==> config.mk <==
export PLATFORM = sky130hd
export DESIGN_NAME = neuron_accumulator
export DESIGN_NICKNAME = d
export VERILOG_FILES = /design/src/rtl/neuron_pkg.sv /design/src/rtl/neuron_accumulator_sm_sat_convert.sv /design/src/rtl/neuron_accumulator.sv
export SDC_FILE = /design/constraint.sdc
export NUM_CORES = 1
export LEC_CHECK = 0
export ABC_AREA = 1
export CORE_ASPECT_RATIO = 0.5
export CORE_MARGIN = 5
export CORE_UTILIZATION = 45
export DETAILED_ROUTE_END_ITERATION = 8
export GPL_TIMING_DRIVEN = 1
export HOLD_SLACK_MARGIN = 0.15
export PLACE_DENSITY = 0.63
export RECOVER_POWER = 100
export SETUP_SLACK_MARGIN = 0.02
export SLEW_MARGIN = 20
export SYNTH_ARGS = -nofsm -noshare
export SYNTH_HDL_FRONTEND = slang
export SYNTH_SLANG_ARGS = --single-unit
==> constraint.sdc <==
create_clock -name clk -period 4.5 [get_ports clk]
set_clock_uncertainty 0.15 [all_clocks]
set_input_delay 0.9 -clock clk [delete_from_list [all_inputs] [get_ports clk]]
set_output_delay 0.9 -clock clk [all_outputs]
set_load 0.01 [all_outputs]
placement_by_type.png
(4 px per um)
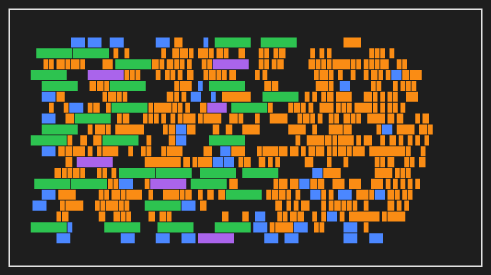
colour	class	cells
blue	remaining buffers and delay cells	43
purple	clock drivers and dummy loads	6
orange	combinational and other logic	360
green	sequential cells	30
total core area: 5560 um^2
fraction of the core area covered by cells at the end of the flow: 58.3%
post-route design area: 3240 um^2
register share of the cell area: 23.2%

io_fan.png
(3 px per um)
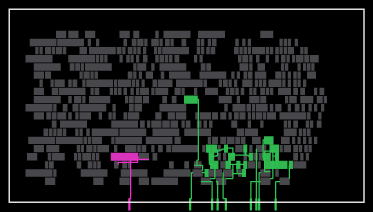
colour	port	bits	direction	end cells	buffers	wire
magenta	out_valid	1	output	1	1	29.5 um
green	in_data	8	input	22	9	213 um
num ports: 25
tally of buffers added on design ports: 24

cell_density.png
(4 px per um) 12 x 6 tiles, from dark blue (low) to red (high), 0 to 100% covered.
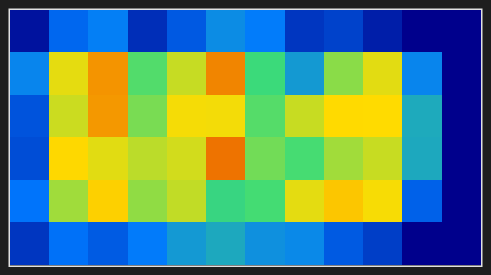
mean over tiles	42%
tiles over 75% full	13%
fullest tile	87%
densest ninth of the die	centre
nearly empty tiles	11%
Init Core Util: 46.9%

layer_met1.png
(6 px per um) Supply wires on this layer in grey.
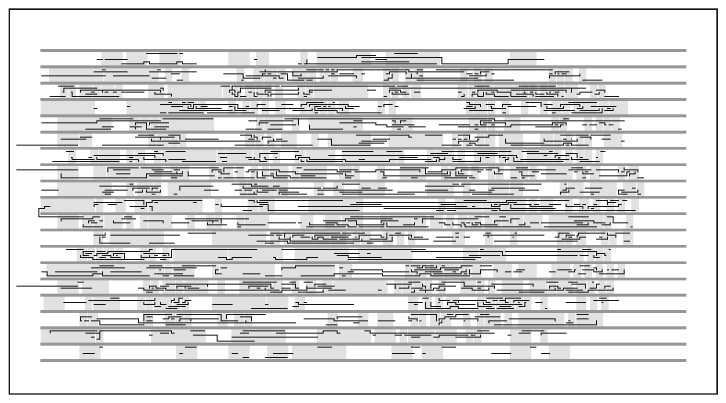
main direction	horizontal
longest straight run	35.0 um
nets with wire on the layer	445
M1 GR Usage: 24.7%
routed wire length: 6590 um
vias after detailed routing: 2525

==> git commit body <==
Log flow metrics for this revision

- Reported max-cap violation count: 1
- Wire length of the first global-routing pass: 11000 um
- Static leakage: 1.80 nW
- Number of library cell types mapped by synthesis: 30
- Counting I/O delays and the setup requirement, the final critical path takes 4170 ps.
- CP Data Arrival Time: 4190 ps
- PD cells: 737 nW/um^2
- Most area-consuming cells after synthesis: dfrtp_1 29%, nand2_1 17%, inv_1 10%, ha_1 9.1%, nand3_1 7.9%
* Basic-gate share of the synthesized area counting and, or, nand and nor cells: 39.9%
- Maximum clock path buffer count: 2
- Upper clock frequency limit: 0.240 GHz
- Vias/cell: 4.93
- Per Yosys stat, the portion of area used by sequential elements is 28.7%.
- Root buffer selected by CTS: clkbuf_16
- The worst setup path is launched from an input port.
- Worst rel slew slack: -9.94%
* Violations in the final reports: capacitance limit, slew limit
* Critical Path Stages: 24
- Nets in the synthesized netlist: 427
* Count of library flops with an enable pin: 0
* Aggregate negative setup slack: 0 ps
- The number of buffers and inverters on the critical path is 5.
- Per STA, the worst path is made up of clkdlybuf4s50_1 > inv_1 > ha_1 > inv_1 > nor2_1 > clkbuf_4 > a21oi_1 > xor2_1 > ha_1 > nand2_1 > inv_1 > nand2_1 > nand2_1 > nand2_1 > nand3_1 > nand2_1 > nand2_2 > nor3_2 > nand4_1 > ha_4 > nor2_8 > nand2_2 > nor2_1 > nor2_1.
- Area of the synthesized netlist per yosys stat: 2610 um^2
* Worst slack at placement: -142 ps
- Outcome: finished, violations left
- Pins over their slew limit in the final report were tallied at 31.
- The synth_stat.txt file lists the number of cells as 394.
- Switching power summed over all nets: 0.00116 W
* Post-detailed-placement half-perimeter wirelength: 5310 um
- The share of total power dissipated in sequential elements is 20.7%.
- TritonCTS built the clock tree.
- The critical path's slowest stage uses the library cell clkdlybuf4s50_1.
* Area leader share: 28.7%
* Data required, critical path: 4510 ps
- Antenna violations before repair: 0
- The clock network burns 13.4% of the power.
* Tally of OpenROAD warnings: 31
- Fill cells: 575
* Clock slew at the register clock pins of the worst setup and hold paths: 50 ps
-- through the flow --
stage | total power, W | area (um^2) | hold slack [ps] | instances | utilization, %
3_5_place_dp | 0.00205 | 3060 | 336 | 505 | 55.0
3_3_place_gp | 0.00202 | 3060 | 330 | 505 | 55.0
5_1_grt | 0.00262 | 3240 | 357 | 512 | 58.3
6_report | 0.00239 | 3240 | 334 | 512 | 58.3
2_1_floorplan | 0.00153 | 2610 | 332 | 394 | -
4_1_cts | 0.00239 | 3200 | 346 | 511 | 57.5
-- kinds of logic (layout without fill, tap and decap cells) --
logic type               count (synthesis)  in the layout
adder cells (fa/ha/maj)                 20             20
AND-OR/OR-AND                           35             35
AND/OR/NAND/NOR                        223            223
flip-flops                              30             30
buffers and inverters                   78            123
XOR/XNOR                                 8              8
-- cells in the final DEF, fill, tap and decap left out, types with 4 or more instances in the layout --
master / n
o22ai_1: 4
or2_2: 4
nand3_1: 41
inv_1: 70
nand2_2: 9
nand2_1: 120
nor2_2: 5
nor2_1: 24
o21ai_0: 17
a21oi_1: 8
ha_1: 17
nor2_4: 4
dfrtp_1: 30
xor2_1: 5
nand4_1: 5
dlygate4sd3_1: 15
clkbuf_16: 5
inv_2: 4
clkdlybuf4s50_1: 9
buf_4: 14
clkbuf_1: 4
-- Yosys cell counts, types with 3 or more instances --
cell      count
a21oi_1       9
clkbuf_1      3
dfrtp_1      30
ha_1         19
inv_1        70
inv_2         4
nand2_1     119
nand2_2      10
nand2_4       3
nand3_1      41
nand3_2       3
nand4_1       5
nor2_1       25
nor2_2        4
nor2_4        4
o21ai_0      17
o22ai_1       4
or2_2         4
xnor2_1       3
xor2_1        5
-- metal layers --
layer | routed length (um) | up-vias | track usage [%] | part of all wire [%]
met5 | 0 | - | 0 | 0
met4 | 61 | 0 | 6.72 | 0.93
met3 | 236 | 6 | 3.08 | 3.6
met2 | 2910 | 33 | 28.6 | 44
met1 | 3380 | 1167 | 24.7 | 51
li1 | - | 1319 | - | -
-- final cells by class --
type | instances | area (um^2) | share of cell area, %
clock buffer | 6 | 139 | 4.28
tap | 73 | 91.3 | 2.82
multi-input combinational | 286 | 1620 | 49.8
timing repair buffer | 43 | 368 | 11.3
sequential | 30 | 751 | 23.2
inverter | 74 | 278 | 8.57
-- power by group through the flow --
stage	combinational (W)	clock, W	sequential (W)
2_1_floorplan	0.00103	0	0.000493
3_3_place_gp	0.00153	0	0.000493
3_5_place_dp	0.00156	0	0.000497
4_1_cts	0.00157	0.000326	0.000495
5_1_grt	0.00178	0.000338	0.000509
6_report	0.00158	0.000320	0.000494
-- repair_timing --
item	CTS	global route
resized	0	9
endpoints found under the setup margin	0	8
setup buffers	0	1
No activity file was given, so power comes from the tool's default toggle rates.
